<file path="config.mk">
export PLATFORM = sky130hd
export DESIGN_NAME = dmem_port_arbiter
export DESIGN_NICKNAME = d
export VERILOG_FILES = /design/src/rtl/dmem_arb_pkg.sv /design/src/rtl/dmem_arb_pick.sv /design/src/rtl/dmem_port_arbiter.sv
export SDC_FILE = /design/constraint.sdc
export NUM_CORES = 1
export LEC_CHECK = 0
export ABC_AREA = 1
export CAP_MARGIN = 20
export CORE_AREA = 2 2 88 90
export DETAILED_ROUTE_END_ITERATION = 8
export DIE_AREA = 0 0 90 92
export PLACE_DENSITY = 0.69
export SYNTH_ARGS = -nofsm -noshare
export SYNTH_HDL_FRONTEND = slang
export SYNTH_SLANG_ARGS = --single-unit
</file>
<file path="constraint.sdc">
create_clock -name clk -period 1.8 [get_ports clk]
set_input_delay 0.36 -clock clk [delete_from_list [all_inputs] [get_ports clk]]
set_output_delay 0.36 -clock clk [all_outputs]
set_load 0.01 [all_outputs]
</file>
<file path="src/rtl/dmem_arb_pkg.sv">
// Shared types and constants for the data-memory port arbiter.
// Arbitration policy is chosen by the DMEM_ARB_RR_EN macro in dmem_arb_pick.
package dmem_arb_pkg;

    localparam int unsigned ADDR_W_DEF = 6;
    localparam int unsigned DATA_W_DEF = 32;

    typedef enum logic [1:0] {
        IDLE   = 2'd0,
        RESP   = 2'd1,
        LOCKED = 2'd2
    } arb_state_e;

    typedef logic req_id_t;

    localparam req_id_t ID_CORE   = 1'b0;
    localparam req_id_t ID_LOADER = 1'b1;

endpackage

</file>
<file path="src/rtl/dmem_arb_pick.sv">
// Combinational winner select for the two memory requesters.
// DMEM_ARB_RR_EN defined: round-robin on ties; undefined: core (req0) always wins ties.
module dmem_arb_pick
    import dmem_arb_pkg::*;
(
    input  logic    valid0,
    input  logic    valid1,
    input  req_id_t last_grant,
    input  logic    locked,
    output logic    grant,
    output req_id_t winner
);

`ifndef DMEM_ARB_RR_EN
    logic unused_last_grant_s;
    assign unused_last_grant_s = last_grant;
`endif

    // Winner and grant qualification
    always_comb begin
        grant  = 1'b0;
        winner = ID_CORE;
        if (locked) begin
            grant  = valid1;
            winner = ID_LOADER;
        end else if (valid0 && valid1) begin
            grant = 1'b1;
`ifdef DMEM_ARB_RR_EN
            winner = ~last_grant;
`else
            winner = ID_CORE;
`endif
        end else if (valid1) begin
            grant  = 1'b1;
            winner = ID_LOADER;
        end else if (valid0) begin
            grant  = 1'b1;
            winner = ID_CORE;
        end else begin
            grant  = 1'b0;
            winner = ID_CORE;
        end
    end

endmodule

</file>
<file path="src/rtl/dmem_port_arbiter.sv">
// Two-port arbiter in front of a synchronous-read data memory, one transaction in flight.
// Tie policy set by DMEM_ARB_RR_EN (round-robin) or fixed core priority when undefined.
module dmem_port_arbiter
    import dmem_arb_pkg::*;
#(
    parameter int unsigned ADDR_W = ADDR_W_DEF,
    parameter int unsigned DATA_W = DATA_W_DEF
) (
    input  logic              clk,
    input  logic              reset_n,
    input  logic              req0_valid,
    input  logic              req0_we,
    input  logic [ADDR_W-1:0] req0_addr,
    input  logic [DATA_W-1:0] req0_wdata,
    output logic              req0_ready,
    output logic              req0_rvalid,
    output logic [DATA_W-1:0] req0_rdata,
    input  logic              req1_valid,
    input  logic              req1_we,
    input  logic [ADDR_W-1:0] req1_addr,
    input  logic [DATA_W-1:0] req1_wdata,
    input  logic              req1_lock,
    output logic              req1_ready,
    output logic              req1_rvalid,
    output logic [DATA_W-1:0] req1_rdata,
    output logic              mem_en,
    output logic              mem_we,
    output logic [ADDR_W-1:0] mem_addr,
    output logic [DATA_W-1:0] mem_wdata,
    input  logic [DATA_W-1:0] mem_rdata
);

    arb_state_e state_q, state_d;
    req_id_t    owner_q, owner_d;
    req_id_t    last_grant_q, last_grant_d;
    logic       op_we_q, op_we_d;
    logic       locked_s;
    logic       pick_grant_s;
    req_id_t    pick_winner_s;

    assign locked_s = (state_q == LOCKED);

    dmem_arb_pick u_pick (
        .valid0     (req0_valid),
        .valid1     (req1_valid),
        .last_grant (last_grant_q),
        .locked     (locked_s),
        .grant      (pick_grant_s),
        .winner     (pick_winner_s)
    );

    // Next-state, memory strobe and response steering
    always_comb begin
        state_d      = state_q;
        owner_d      = owner_q;
        last_grant_d = last_grant_q;
        op_we_d      = op_we_q;
        req0_ready   = 1'b0;
        req1_ready   = 1'b0;
        req0_rvalid  = 1'b0;
        req1_rvalid  = 1'b0;
        req0_rdata   = {DATA_W{1'b0}};
        req1_rdata   = {DATA_W{1'b0}};
        mem_en       = 1'b0;
        mem_we       = 1'b0;
        mem_addr     = {ADDR_W{1'b0}};
        mem_wdata    = {DATA_W{1'b0}};
        // Outputs are forced low for the whole time reset is asserted
        if (!reset_n) begin
            state_d = IDLE;
        end else begin
            case (state_q)
                IDLE, LOCKED: begin
                    if (pick_grant_s) begin
                        if (pick_winner_s == ID_LOADER) begin
                            req1_ready = 1'b1;
                            mem_we     = req1_we;
                            mem_addr   = req1_addr;
                            mem_wdata  = req1_wdata;
                            op_we_d    = req1_we;
                        end else begin
                            req0_ready = 1'b1;
                            mem_we     = req0_we;
                            mem_addr   = req0_addr;
                            mem_wdata  = req0_wdata;
                            op_we_d    = req0_we;
                        end
                        mem_en  = 1'b1;
                        owner_d = pick_winner_s;
                        state_d = RESP;
                    end else if (locked_s && !req1_lock) begin
                        state_d = IDLE;
                    end else begin
                        state_d = state_q;
                    end
                end
                RESP: begin
                    last_grant_d = owner_q;
                    if (owner_q == ID_LOADER) begin
                        req1_rvalid = 1'b1;
                        req1_rdata  = op_we_q ? {DATA_W{1'b0}} : mem_rdata;
                    end else begin
                        req0_rvalid = 1'b1;
                        req0_rdata  = op_we_q ? {DATA_W{1'b0}} : mem_rdata;
                    end
                    if ((owner_q == ID_LOADER) && req1_lock) begin
                        state_d = LOCKED;
                    end else begin
                        state_d = IDLE;
                    end
                end
                default: begin
                    state_d = IDLE;
                end
            endcase
        end
    end

    // State and transaction-owner registers
    always_ff @(posedge clk or negedge reset_n) begin
        if (!reset_n) begin
            state_q      <= IDLE;
            owner_q      <= ID_CORE;
            last_grant_q <= ID_LOADER;
            op_we_q      <= 1'b0;
        end else begin
            state_q      <= state_d;
            owner_q      <= owner_d;
            last_grant_q <= last_grant_d;
            op_we_q      <= op_we_d;
        end
    end

endmodule
</file>
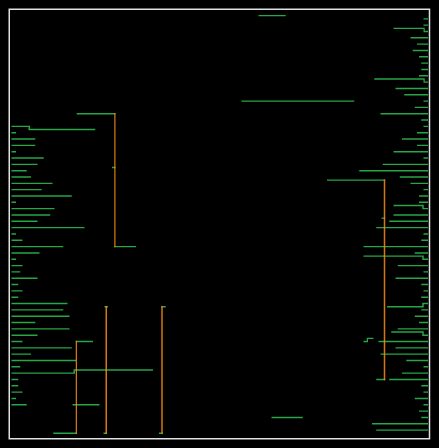
run_1/metal_stack.png
Two of the layers only.
met3 -> green  # wire length 661 um
met4 -> orange  # wire length 146 um
WL final: 8.67 mm
DR WL/cell: 14.0 um
via count: 2691

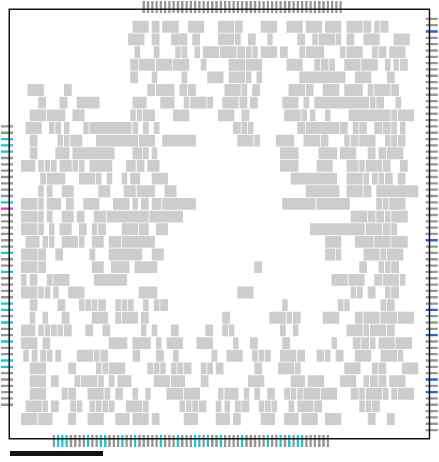
run_1/pins.png
Bar = 20 um. Pins as bars across the die edge, other pins in grey.
`req1_rdata` -> cyan  # pins 32, direction output, edge 20 south, 12 west
`req0_addr` -> blue  # pins 6, direction input, edge east
`req1_lock` -> magenta  # pins 1, direction input, edge west
Die Ht: 92 um
chip width: 90 um

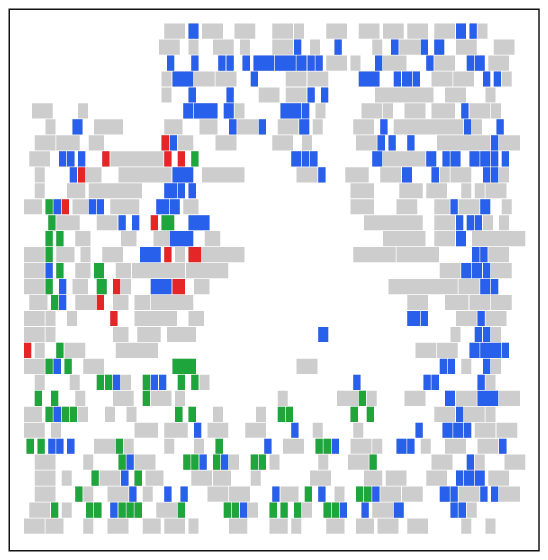
run_1/gate_families.png
NAND gates -> blue  # cells 166, most used nand2_1, where all over the die
NOR gates -> green  # cells 67, most used nor2_1
inverters -> red  # cells 14, most used inv_1, where west

==> flow_metrics.tcl, run 1 <==
# metrics dict for downstream scripts
set metrics [dict create \
    area_delta_synth_final_pct 200 \
    cts.repair.resized 314 \
    layout_top_cell "nand2_1" \
    drtIter0Drc 71 \
    synth_seq_share_pct 8.06 \
    timing.rr.start "state_q[0]" \
    worst_r2r_path_depth 9 \
    vdd_ir_drop_max_mv 0.310 \
    async_flop_share_pct 100 \
    nNonClkInverters 14 \
    largest-register "state_q" \
    gp_congestion 0.803 \
    power_frac_seq_pct 9.1 \
    cts_tree "done" \
    ant_nets 0 \
    hold_slack_ns 0.251 \
    final_core_util_pct 50.1 \
    grt.overflow.total 0 \
    syn_area_um2 1240 \
    nFillCells 780 \
    signal_buffers 261 \
    met2_length_mm 4.55 \
    failed_checks "setup timing" \
    cts_made_buffers 3 \
    crit_cells 10 \
    wl_met1_mm 3.32 \
    postPlaceCellArea_um2 3670 \
    seq-cell-share_pct 2.69 \
    post-route-drc-count 0 \
    tns_ns -2.09 \
    grt_use_met3_pct 4.27 \
    finalPower_uw 1200 \
    clk_path_buf_depth 2 \
    reg_top3 "state_q x2, op_we_q x1, owner_q x1" \
    grt_max_degree 28 \
    dr.pass1.iters 4 \
    seq_cell_count 4 \
    use_met1_pct 21.3 \
    rows 32 \
    relSlewSlack_pct 84.8 \
    yosys_area_um2 1240 \
    synthTopLogicFamily "simple AND/OR/NAND/NOR gates" \
    post-place-ws_ns -0.669 \
    numClockSinks 4 \
    path_cells "inv_2 -> nand2_4 -> inv_4 -> nand3_2 -> inv_4 -> buf_6 -> clkbuf_16 -> nand2_1 -> nand2_1 -> buf_2" \
    r2r_end "owner_q" \
    postLayoutCellArea_um2 3730 \
    cp.buffers_inverters 6 \
    power.switching_uw 450 \
    topCellsByArea "nand2_1 36%, nor2_1 19%, nand3_1 17%" \
    antenna_cells 0 \
    top_area_share_pct 36.3 \
    avgViaCountPerCell 4.35 \
    crit_arrival_ns 1.52 \
    ys_ff 4 \
    cp-end-kind "output pin" \
    outcome "finished with violations" \
    finalHoldViolCount 0 \
    buf_share_pct 63.6 \
    yosys.area.top_type "nand2_1" \
    rsz0062_at_grt "yes" \
    grt_pass1_vias 2640 \
    hold_class "in -> async" \
    combPwrFrac_pct 74.3 \
    drv_cap 0 \
    edf_count 0 \
    lay_top_cells "117 x nand2_1, 111 x clkdlybuf4s50_1, 63 x nor2_1, 60 x buf_2, 33 x nand3_1" \
    finalCriticalPeriod_ns 1.88 \
    start_kind "flip-flop" \
    setup.worst_path.start "state_q[0]" \
    synth_warnings 0 \
    use_met2_pct 39.3 \
    r2r_slack_ns 0.45 \
    leakagePower_uw 0.00207 \
    path_clk_slew_ns 0.04 \
    critPathTopFamily "buffers and inverters" \
    dpl.hpwl_mm 5.94 \
    finalClockPeriodUsage_pct 105 \
    worst_pin_slew_ns 0.228 \
    ff_type "dfrtp_1" \
    dp_cells 597 \
    synthXorXnorAreaFrac_pct 0 \
    clock_power_uw 199 \
    cp_slowest_cell "dfrtp_1" \
    switching_share_pct 37.7 \
    nWellTaps 102 \
    clk_share_pct 1.11 \
    skew_ns 0.00686 \
    post_cts_buffers 8 \
    crit_path_end "mem_wdata[17]" \
    clk_latency_ns 0.23 \
    synth_cells 274 \
    synthAdderAreaFrac_pct 0 \
    root_buffer "clkbuf_8" \
    setup-violations-final 39 \
    track_usage_pct 19.6 \
    met3WireLength_um 660 \
    warnings 28 \
    portBuffers 222 \
    grt_pass1_wl_mm 13.4 \
    logic_area_um2 1030 \
    grt.busiest_layer "met2" \
    aoi_share_pct 0.806 \
    critPathRequiredTime_ns 1.44 \
    crit_type "reg -> out" \
    die_area_um2 8280 \
    largest_cell_class "buffers" \
    core_region_area_um2 7450 \
    pg_seq_uw 109 \
    power_leader "combinational logic" \
    finalNetCount 634 \
    initial_core_util_pct 16.7 \
    clkbuf_count 3 \
    sh_comb_area_pct 27.6 \
    fin_cells 619 \
    finalWorstSetupSlack_ns -0.0848 \
    top_cells_by_count "120 x nand2_1, 64 x nor2_1, 43 x nand3_1" \
    ys_cells 274 \
    top_cell "nand2_1" \
    logic_gates 235 \
    cp_slowest_stage_delay_ns 0.36 \
    antenna_found_initial 0 \
    clock.fmax_mhz 531 \
    htree_num_levels 1 \
    fp_nets 389 \
    hold_buffers 0 \
    synth_area_per_cell_um2 4.53 \
    drive_above_1_share_pct 29.0 \
    crit_path_max_fanout 9 \
    ys_sh_simple_pct 76.0 \
    power_density_nw_per_um2 321 \
    synth_cell_types 17 \
    clkPwrFrac_pct 16.6 \
    ys_sh_mux_pct 0 \
    seqCellArea_um2 100 \
    drv_slew 0 \
    pin_count 223 \
    intPower_uw 745 \
]
run_1/final_congestion.png
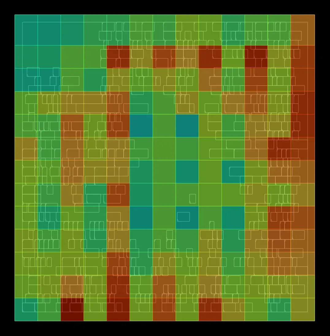

==> run 1 -> run 2 <==
--- a/config.mk
+++ b/config.mk
@@ -11,6 +11,8 @@
 export DETAILED_ROUTE_END_ITERATION = 8
 export DIE_AREA = 0 0 90 92
 export PLACE_DENSITY = 0.69
+export RECOVER_POWER = 50
+export SETUP_SLACK_MARGIN = 0.05
 export SYNTH_ARGS = -nofsm -noshare
 export SYNTH_HDL_FRONTEND = slang
 export SYNTH_SLANG_ARGS = --single-unit
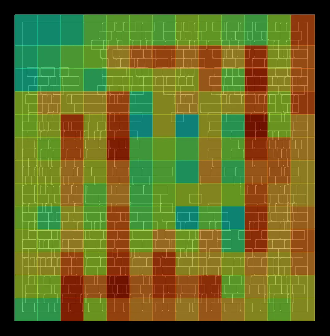
run_2/final_congestion.png
met1 Resource Use GR: 22.8%
met3 usage: 5.75%

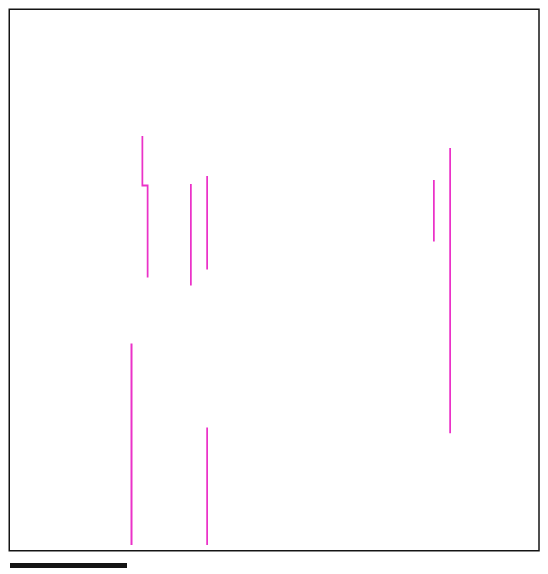
run_2/met4.png
Bar = 20 um.
longest straight run = 48.3 um
nets with wire on the layer = 7
main direction = vertical
wire length on this layer = 170 um
share of all routed wire = 1.6%
WL final: 10.9 mm
via count: 2944

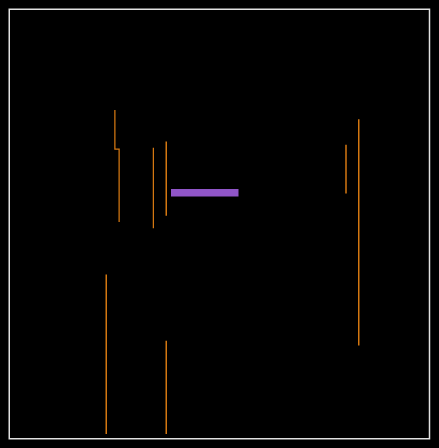
run_2/metal_stack.png
Two of the layers only.
met5 -> purple  # wire length 12.9 um
met4 -> orange  # wire length 170 um
DR WL/cell: 16.8 um
GRT Total Usage: 21.3%

==> flow_metrics.tcl, run 2 <==
# metrics dict for downstream scripts
set metrics [dict create \
    synth_cell_types 17 \
    outcome "finished with violations" \
    fin_cells 649 \
    die_x_um 90 \
    clk_latency_ns 0.23 \
    use_met2_pct 41.4 \
    antenna_found_initial 1 \
    synthTopLogicFamily "simple AND/OR/NAND/NOR gates" \
    clock.fmax_mhz 507 \
    post-place-ws_ns -0.669 \
    critPathRequiredTime_ns 1.44 \
    start_kind "flip-flop" \
    failed_checks "setup timing" \
    cp_slowest_cell "dfrtp_1" \
    worst_r2r_path_depth 8 \
    topCellsByArea "nand2_1 36%, nor2_1 19%, nand3_1 17%" \
    postLayoutCellArea_um2 4970 \
    skew_ns 0.00572 \
    grt_pass1_wl_mm 14.3 \
    seq-cell-share_pct 2.04 \
    fp_nets 389 \
    clkPwrFrac_pct 13.0 \
    finalNetCount 664 \
    ys_sh_mux_pct 0 \
    ant_nets 0 \
    synth_area_per_cell_um2 4.53 \
    die_area_um2 8280 \
    largest-register "state_q" \
    seq_cell_count 4 \
    clk_share_pct 0.831 \
    crit_arrival_ns 1.61 \
    synth_cells 274 \
    wl_met1_mm 3.98 \
    r2r_end "owner_q" \
    critPathTopFamily "buffers and inverters" \
    hold_slack_ns 0.231 \
    rows 32 \
    dpl.hpwl_mm 5.94 \
    edf_count 0 \
    power_leader "combinational logic" \
    pin_count 223 \
    power_frac_seq_pct 7.2 \
    async_flop_share_pct 100 \
    logic_gates 235 \
    switching_share_pct 42.3 \
    cts_made_buffers 3 \
    pg_seq_uw 112 \
    cp-end-kind "output pin" \
    clk_path_buf_depth 2 \
    cts_tree "done" \
    nWellTaps 102 \
    ys_ff 4 \
    finalWorstSetupSlack_ns -0.174 \
    nFillCells 606 \
    drv_cap 0 \
    drive_above_1_share_pct 55.2 \
    worst_pin_slew_ns 0.270 \
    avgViaCountPerCell 4.54 \
    top_area_share_pct 36.3 \
    setup.worst_path.start "state_q[0]" \
    top_cells_by_count "120 x nand2_1, 64 x nor2_1, 43 x nand3_1" \
    finalHoldViolCount 0 \
    post-route-drc-count 0 \
    initial_core_util_pct 16.7 \
    crit_cells 9 \
    ys_cells 274 \
    synthXorXnorAreaFrac_pct 0 \
    path_cells "inv_4 -> nand2_4 -> nor2_4 -> buf_6 -> buf_6 -> clkbuf_16 -> nand3_2 -> nand2_1 -> buf_2" \
    vdd_ir_drop_max_mv 0.337 \
    yosys.area.top_type "nand2_1" \
    layout_top_cell "clkdlybuf4s50_1" \
    sh_comb_area_pct 32.6 \
    seqCellArea_um2 101 \
    leakagePower_uw 0.00238 \
    setup-violations-final 77 \
    grt_pass1_vias 2754 \
    aoi_share_pct 0.806 \
    cts.repair.resized 389 \
    yosys_area_um2 1240 \
    buf_share_pct 60.6 \
    intPower_uw 894 \
    largest_cell_class "buffers" \
    final_core_util_pct 66.8 \
    power.switching_uw 654 \
    reg_top3 "state_q x2, op_we_q x1, owner_q x1" \
    htree_num_levels 1 \
    r2r_slack_ns 0.45 \
    portBuffers 222 \
    ff_type "dfrtp_1" \
    synthAdderAreaFrac_pct 0 \
    met3WireLength_um 819 \
    antenna_cells 0 \
    synth_seq_share_pct 8.06 \
    grt.overflow.total 0 \
    area_delta_synth_final_pct 300 \
    synth_warnings 0 \
    core_region_area_um2 7450 \
    logic_area_um2 1620 \
    grt_max_degree 28 \
    rsz0062_at_grt "yes" \
]
run_2/drive_strength.png
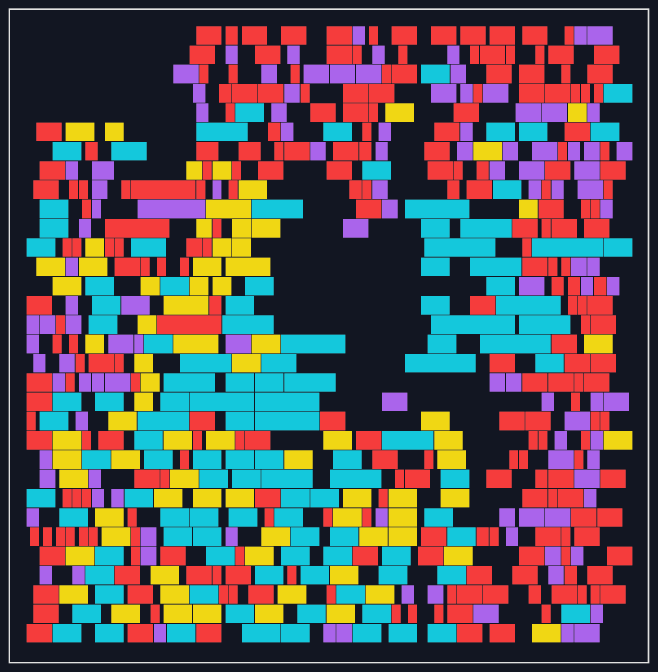

==> run 2 -> run 3 <==
==> constraint.sdc (replaced) <==
create_clock -name clk -period 2 [get_ports clk]
set_input_delay 0.4 -clock clk [delete_from_list [all_inputs] [get_ports clk]]
set_output_delay 0.4 -clock clk [all_outputs]
set_load 0.01 [all_outputs]
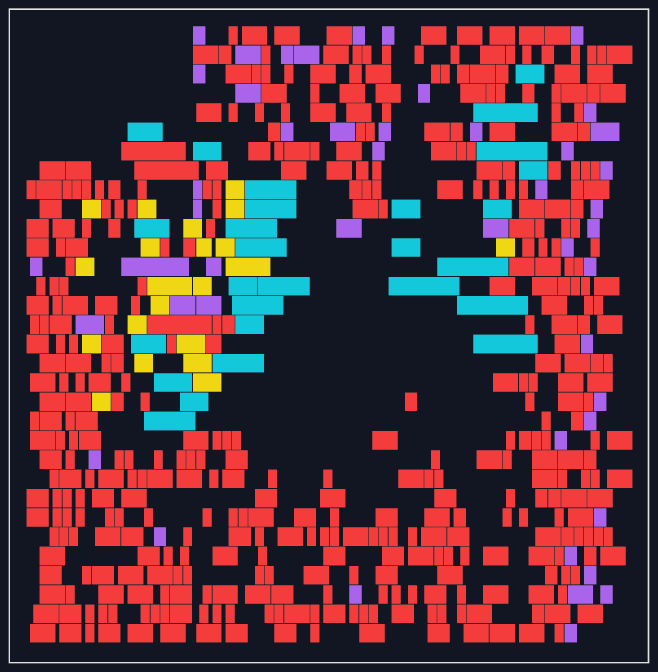
run_3/drive_strength.png
drive 2 -> purple  # cells 47, share 9.2%
drive 1 or less -> red  # cells 418, share 81%
drive 6 and up -> cyan  # cells 27, share 5.3%
drive 3 to 4 -> yellow  # cells 21, share 4.1%

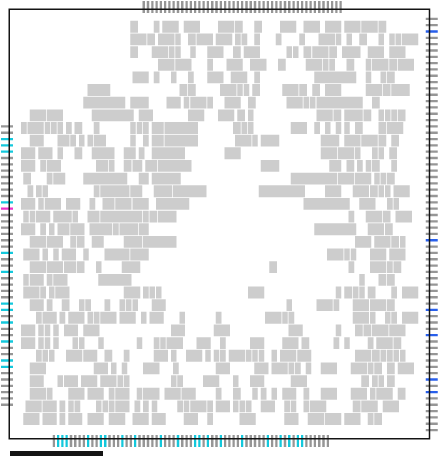
run_3/pins.png
Bar = 20 um. Pins as bars across the die edge, other pins in grey.
`req1_lock` -> magenta  # pins 1, direction input, edge west
`req1_rdata` -> cyan  # pins 32, direction output, edge 20 south, 12 west
`req0_addr` -> blue  # pins 6, direction input, edge east
buffers added on ports: 222

==> flow_metrics.tcl, run 3 <==
# metrics dict for downstream scripts
set metrics [dict create \
    power.switching_uw 410 \
    seqCellArea_um2 101 \
    synthXorXnorAreaFrac_pct 0 \
    pg_seq_uw 102 \
    combPwrFrac_pct 74.4 \
    setup.worst_path.start "state_q[0]" \
    dp_cells 596 \
    grt.overflow.total 0 \
    clk_path_buf_depth 2 \
    aoi_share_pct 0.806 \
    seq_cell_count 4 \
    cts_made_buffers 3 \
    met3WireLength_um 603 \
    crit_path_end "mem_addr[5]" \
    post_drt_wl_per_cell_um 14.2 \
    outcome "finished, final reports clean" \
    path_cells "inv_2 -> buf_6 -> nand2_8 -> nand2_8 -> buf_12 -> nand3_1 -> nand2_1 -> clkbuf_1" \
    drt-total-wl_mm 8.76 \
    cp-end-kind "output pin" \
    finalHoldViolCount 0 \
    rsz0062_at_grt "yes" \
    cp_slowest_cell "dfrtp_1" \
    hold_slack_ns 0.274 \
    fin_cells 615 \
    met2_length_mm 4.61 \
    signal_buffers 257 \
    synth_cell_types 17 \
    synth_cells 274 \
    drtIter0Drc 72 \
    syn_area_um2 1240 \
    r2r_slack_ns 0.67 \
    synthTopLogicFamily "simple AND/OR/NAND/NOR gates" \
    ys_sh_simple_pct 76.0 \
    crit_type "reg -> out" \
    edf_count 0 \
    drv_slew 0 \
    worst_pin_slew_ns 0.350 \
    relSlewSlack_pct 76.7 \
    finalPower_uw 1060 \
    num_vias 2650 \
    async_flop_share_pct 100 \
    top_area_share_pct 36.3 \
    post_cts_buffers 7 \
    die_x_um 90 \
    postPlaceCellArea_um2 3660 \
    area_delta_synth_final_pct 205 \
    finalWorstSetupSlack_ns 0.0817 \
    sh_comb_area_pct 28.3 \
    die_area_um2 8280 \
    crit_cells 8 \
    topCellsByArea "nand2_1 36%, nor2_1 19%, nand3_1 17%" \
    ant_nets 0 \
    core_region_area_um2 7450 \
    top_cells_by_count "120 x nand2_1, 64 x nor2_1, 43 x nand3_1" \
    synth_seq_share_pct 8.06 \
    warnings 28 \
    ff_type "dfrtp_1" \
    switching_share_pct 38.6 \
    initial_core_util_pct 16.7 \
    synthAdderAreaFrac_pct 0 \
    lay_top_cells "117 x nand2_1, 111 x clkdlybuf4s50_1, 63 x nor2_1, 48 x dlygate4sd2_1, 33 x nand3_1" \
    track_usage_pct 18.7 \
    tns_ns 0 \
    power_frac_seq_pct 9.6 \
    largest_cell_class "buffers" \
    skew_ns 0.00223 \
    antenna_cells 0 \
    crit_path_max_fanout 19 \
    ys_cells 274 \
    dpl.hpwl_mm 5.97 \
    cts_tree "done" \
    grt_pass1_wl_mm 12.7 \
]
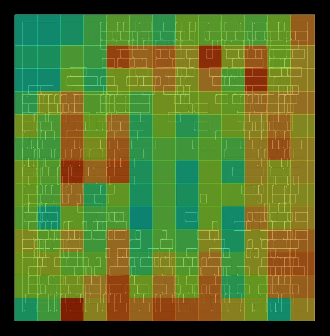
run_3/final_congestion.png
met2 Usage GRT: 37.3%
met3 usage: 4.52%
Core Util, Final: 50.8%

